--- src/rtl/stack_pkg.sv ---
// Shared command encoding and modular pointer helper for the parametrised LIFO stack.
package stack_pkg;

  typedef enum logic [1:0] {
    CMD_NOP  = 2'b00,
    CMD_POP  = 2'b01,
    CMD_PUSH = 2'b10,
    CMD_GET  = 2'b11
  } stack_cmd_e;

  // (ptr-1-k) mod depth. The inputs are bounded by ptr < depth and
  // k < 2*depth, so at most two corrections are needed.
  function automatic int wrap_dec(input int ptr, input int k, input int depth);
    int v;
    v = ptr - 1 - k;
    if (v < 0) v += depth;
    if (v < 0) v += depth;
    return v;
  endfunction

endpackage

--- src/rtl/stack_ptr_ctrl.sv ---
// Top-pointer / occupancy controller: legality decode, ERROR strobe, memory addressing.
// Build option: STACK_WRAP_EN makes PUSH-when-full overwrite the oldest entry.
module stack_ptr_ctrl #(
  parameter int DEPTH = 5,
  parameter int IDX_W = $clog2(DEPTH),
  parameter int CNT_W = $clog2(DEPTH + 1)
) (
  input  logic             clk,
  input  logic             rst_n,
  input  logic [1:0]       cmd_i,
  input  logic [IDX_W-1:0] index_i,
  output logic [CNT_W-1:0] count_o,
  output logic             full_o,
  output logic             empty_o,
  output logic             error_o,
  output logic             we_o,
  output logic [IDX_W-1:0] waddr_o,
  output logic             rd_en_o,
  output logic [IDX_W-1:0] raddr_o
);
  import stack_pkg::*;

  stack_cmd_e       cmd;
  logic [IDX_W-1:0] tp_q, tp_d;
  logic [CNT_W-1:0] count_q, count_d;
  logic             error_q, error_d;
  logic [IDX_W-1:0] tp_inc, tp_dec;
  logic [IDX_W-1:0] rd_k;
  logic             full, empty, get_ok;

  assign cmd    = stack_cmd_e'(cmd_i);
  assign full   = (count_q == CNT_W'(DEPTH));
  assign empty  = (count_q == '0);
  assign get_ok = (CNT_W'(index_i) < count_q);

  // Wrap at DEPTH rather than at 2^IDX_W so non-power-of-two depths work.
  assign tp_inc = (tp_q == IDX_W'(DEPTH - 1)) ? '0 : tp_q + 1'b1;
  assign tp_dec = IDX_W'(wrap_dec(int'(tp_q), 0, DEPTH));

  // NOTE: every always_comb output gets a default first, otherwise a
  // branch that skips an assignment infers a latch.
  always_comb begin
    tp_d    = tp_q;
    count_d = count_q;
    error_d = 1'b0;
    we_o    = 1'b0;
    rd_en_o = 1'b0;
    rd_k    = '0;
    case (cmd)
      CMD_PUSH: begin
        if (!full) begin
          we_o    = 1'b1;
          tp_d    = tp_inc;
          count_d = count_q + CNT_W'(1);
        end else begin
`ifdef STACK_WRAP_EN
          we_o = 1'b1;
          tp_d = tp_inc;
`else
          error_d = 1'b1;
`endif
        end
      end
      CMD_POP: begin
        if (!empty) begin
          rd_en_o = 1'b1;
          tp_d    = tp_dec;
          count_d = count_q - CNT_W'(1);
        end else begin
          error_d = 1'b1;
        end
      end
      CMD_GET: begin
        if (get_ok) begin
          rd_en_o = 1'b1;
          rd_k    = index_i;
        end else begin
          error_d = 1'b1;
        end
      end
      default: ;
    endcase
  end

  assign waddr_o = tp_q;
  assign raddr_o = IDX_W'(wrap_dec(int'(tp_q), int'(rd_k), DEPTH));

  // NOTE: sequential state uses non-blocking assignments so every register
  // samples its pre-edge value regardless of statement order.
  always_ff @(posedge clk or negedge rst_n) begin
    if (!rst_n) begin
      tp_q    <= '0;
      count_q <= '0;
      error_q <= 1'b0;
    end else begin
      tp_q    <= tp_d;
      count_q <= count_d;
      error_q <= error_d;
    end
  end

  assign count_o = count_q;
  assign full_o  = full;
  assign empty_o = empty;
  assign error_o = error_q;

endmodule

--- src/rtl/stack_lifo_param.sv ---
// Parametrised LIFO stack: storage array plus registered read port with valid strobe.
// Build option: STACK_WRAP_EN (ring-history overwrite on PUSH when full).
module stack_lifo_param #(
  parameter int DEPTH = 5,
  parameter int WIDTH = 4,
  parameter int IDX_W = $clog2(DEPTH),
  parameter int CNT_W = $clog2(DEPTH + 1)
) (
  input  logic             CLK,
  input  logic             RESET,
  input  logic [1:0]       COMMAND,
  input  logic [IDX_W-1:0] INDEX,
  input  logic [WIDTH-1:0] I_DATA,
  output logic [WIDTH-1:0] O_DATA,
  output logic             O_VALID,
  output logic             FULL,
  output logic             EMPTY,
  output logic [CNT_W-1:0] COUNT,
  output logic             ERROR
);
  import stack_pkg::*;

  logic [WIDTH-1:0] mem_q [DEPTH];
  logic [WIDTH-1:0] o_data_q;
  logic             o_valid_q;
  logic             we, rd_en;
  logic [IDX_W-1:0] waddr, raddr;

  stack_ptr_ctrl #(
    .DEPTH (DEPTH),
    .IDX_W (IDX_W),
    .CNT_W (CNT_W)
  ) u_ptr_ctrl (
    .clk     (CLK),
    .rst_n   (RESET),
    .cmd_i   (COMMAND),
    .index_i (INDEX),
    .count_o (COUNT),
    .full_o  (FULL),
    .empty_o (EMPTY),
    .error_o (ERROR),
    .we_o    (we),
    .waddr_o (waddr),
    .rd_en_o (rd_en),
    .raddr_o (raddr)
  );

  // NOTE: the array is reset because stale contents must never be readable
  // after reset; this costs flops instead of a RAM macro.
  always_ff @(posedge CLK or negedge RESET) begin
    if (!RESET) begin
      for (int i = 0; i < DEPTH; i++) mem_q[i] <= '0;
    end else if (we) begin
      mem_q[waddr] <= I_DATA;
    end
  end

  // Read data holds on anything but a successful POP/GET.
  always_ff @(posedge CLK or negedge RESET) begin
    if (!RESET) begin
      o_data_q  <= '0;
      o_valid_q <= 1'b0;
    end else begin
      o_valid_q <= rd_en;
      if (rd_en) o_data_q <= mem_q[raddr];
    end
  end

  assign O_DATA  = o_data_q;
  assign O_VALID = o_valid_q;

endmodule
--- config.mk ---
export PLATFORM = sky130hd
export DESIGN_NAME = stack_lifo_param
export DESIGN_NICKNAME = d
export VERILOG_FILES = /design/src/rtl/stack_pkg.sv /design/src/rtl/stack_ptr_ctrl.sv /design/src/rtl/stack_lifo_param.sv
export SDC_FILE = /design/constraint.sdc
export NUM_CORES = 1
export LEC_CHECK = 0
export CAP_MARGIN = 20
export CORE_ASPECT_RATIO = 0.7
export CORE_UTILIZATION = 55
export DETAILED_ROUTE_END_ITERATION = 7
export DONT_BUFFER_PORTS = 1
export GPL_TIMING_DRIVEN = 0
export PLACE_DENSITY = 0.82
export REMOVE_ABC_BUFFERS = 1
export SYNTH_ARGS = -nofsm -noshare
export SYNTH_HDL_FRONTEND = slang
export SYNTH_SLANG_ARGS = --single-unit
--- constraint.sdc ---
create_clock -name CLK -period 6.7 [get_ports CLK]
set_input_delay 1.675 -clock CLK [delete_from_list [all_inputs] [get_ports CLK]]
set_output_delay 1.675 -clock CLK [all_outputs]
set_load 0.02 [all_outputs]
Figure 1. Wires at chosen ports, followed through buffers.
(4 px per µm)
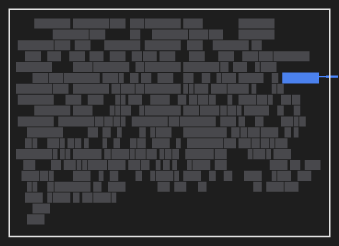
Blue stands for `O_VALID`, bits 1, direction output, edge east, end cells 1, wire 3.00 µm.

==> out/results.txt <==
crit path buf inv count = 0
worst min-delay path startpoint = mem_q[1]
crit start category = primary input
reg-to-reg endpoint = O_DATA[3]
CTS clock-pin slew for the worst setup and hold paths = 70 ps
outcome = completed
Flops after synth = 32
Peak Freq = 0.1753 GHz
Top cell area share = 34.41%
RR Startpoint = u_ptr_ctrl.count_o[1]
Area Overhead vs Synth = 5.430%
Slew @ Worst Pin = 616.2 ps
Worst Reg-to-Reg Cells = 18
remaining global-route overflow = 0
CP required = 6870 ps
row count = 19
critical-path cell list = ha_1 > a21o_1 > a211oi_2 > and2_1 > ha_1 > fa_1 > and2b_2 > nor2_1 > nand2_1 > ha_1 > or4b_1 > nor3_2 > and3_1 > mux2_4 > mux2i_1 > a211oi_1 > a221o_1
gr busiest metal = met1
delay-heaviest family, CP = simple AND/OR/NAND/NOR gates
worst hold slack = 502.2 ps
Critical Path Start = INDEX[1]
mux share = 13.76%
placer's final routability congestion estimate = 0.8830
TritonCTS Buffers = 5
Mapped Cells = 231
hold_buf cts = 0
Hold Path End = O_DATA[1]
# diodes = 0
most frequent cells after synthesis = 32 x dfrtp_1, 20 x mux2_2, 19 x ha_1, 18 x nand2_1, 17 x inv_1
Clk Latency, worst-skew pair = 290 ps
Met2 Wirelength = 1.896 mm
Largest register FFs = 20
WHS Path Cells = 1
deepest clock path buffer count = 2
hpwl dp = 3.541 mm
YS warnings = 0
die area = 4500 µm²
met2 Use GR = 31.87%
Top Ports = 22
Worst path depth = 17
Die Y = 56.43 µm
final setup fails = 0
max_slew headroom = 58.78%
Figure 2. Congestion heat map.
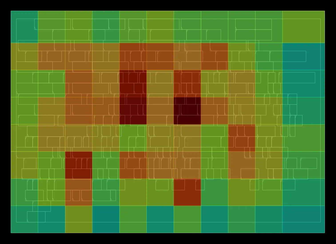
routing usage on met1: 36.57%
wire per inst: 16.54 µm
GRT Overall Usage: 23.68%

-- stage by stage --
stage	worst slack (ps)	cells	util, %	cell area, µm²
floorplan	1320	223	-	2262
global placement	835.8	275	58.27	2327
detailed placement	766.2	275	58.27	2327
CTS	1048	283	61.43	2454
global route	744.4	283	61.43	2454
finish	994.5	283	61.43	2454
-- final cells by class --
class	count	area, µm²
clock buffers	7	96.34
clock inverters	1	30.03
fillers	322	1540
inverters	18	81.33
multi-input cells	173	1380
flip-flops and latches	32	800.8
well taps	52	65.06
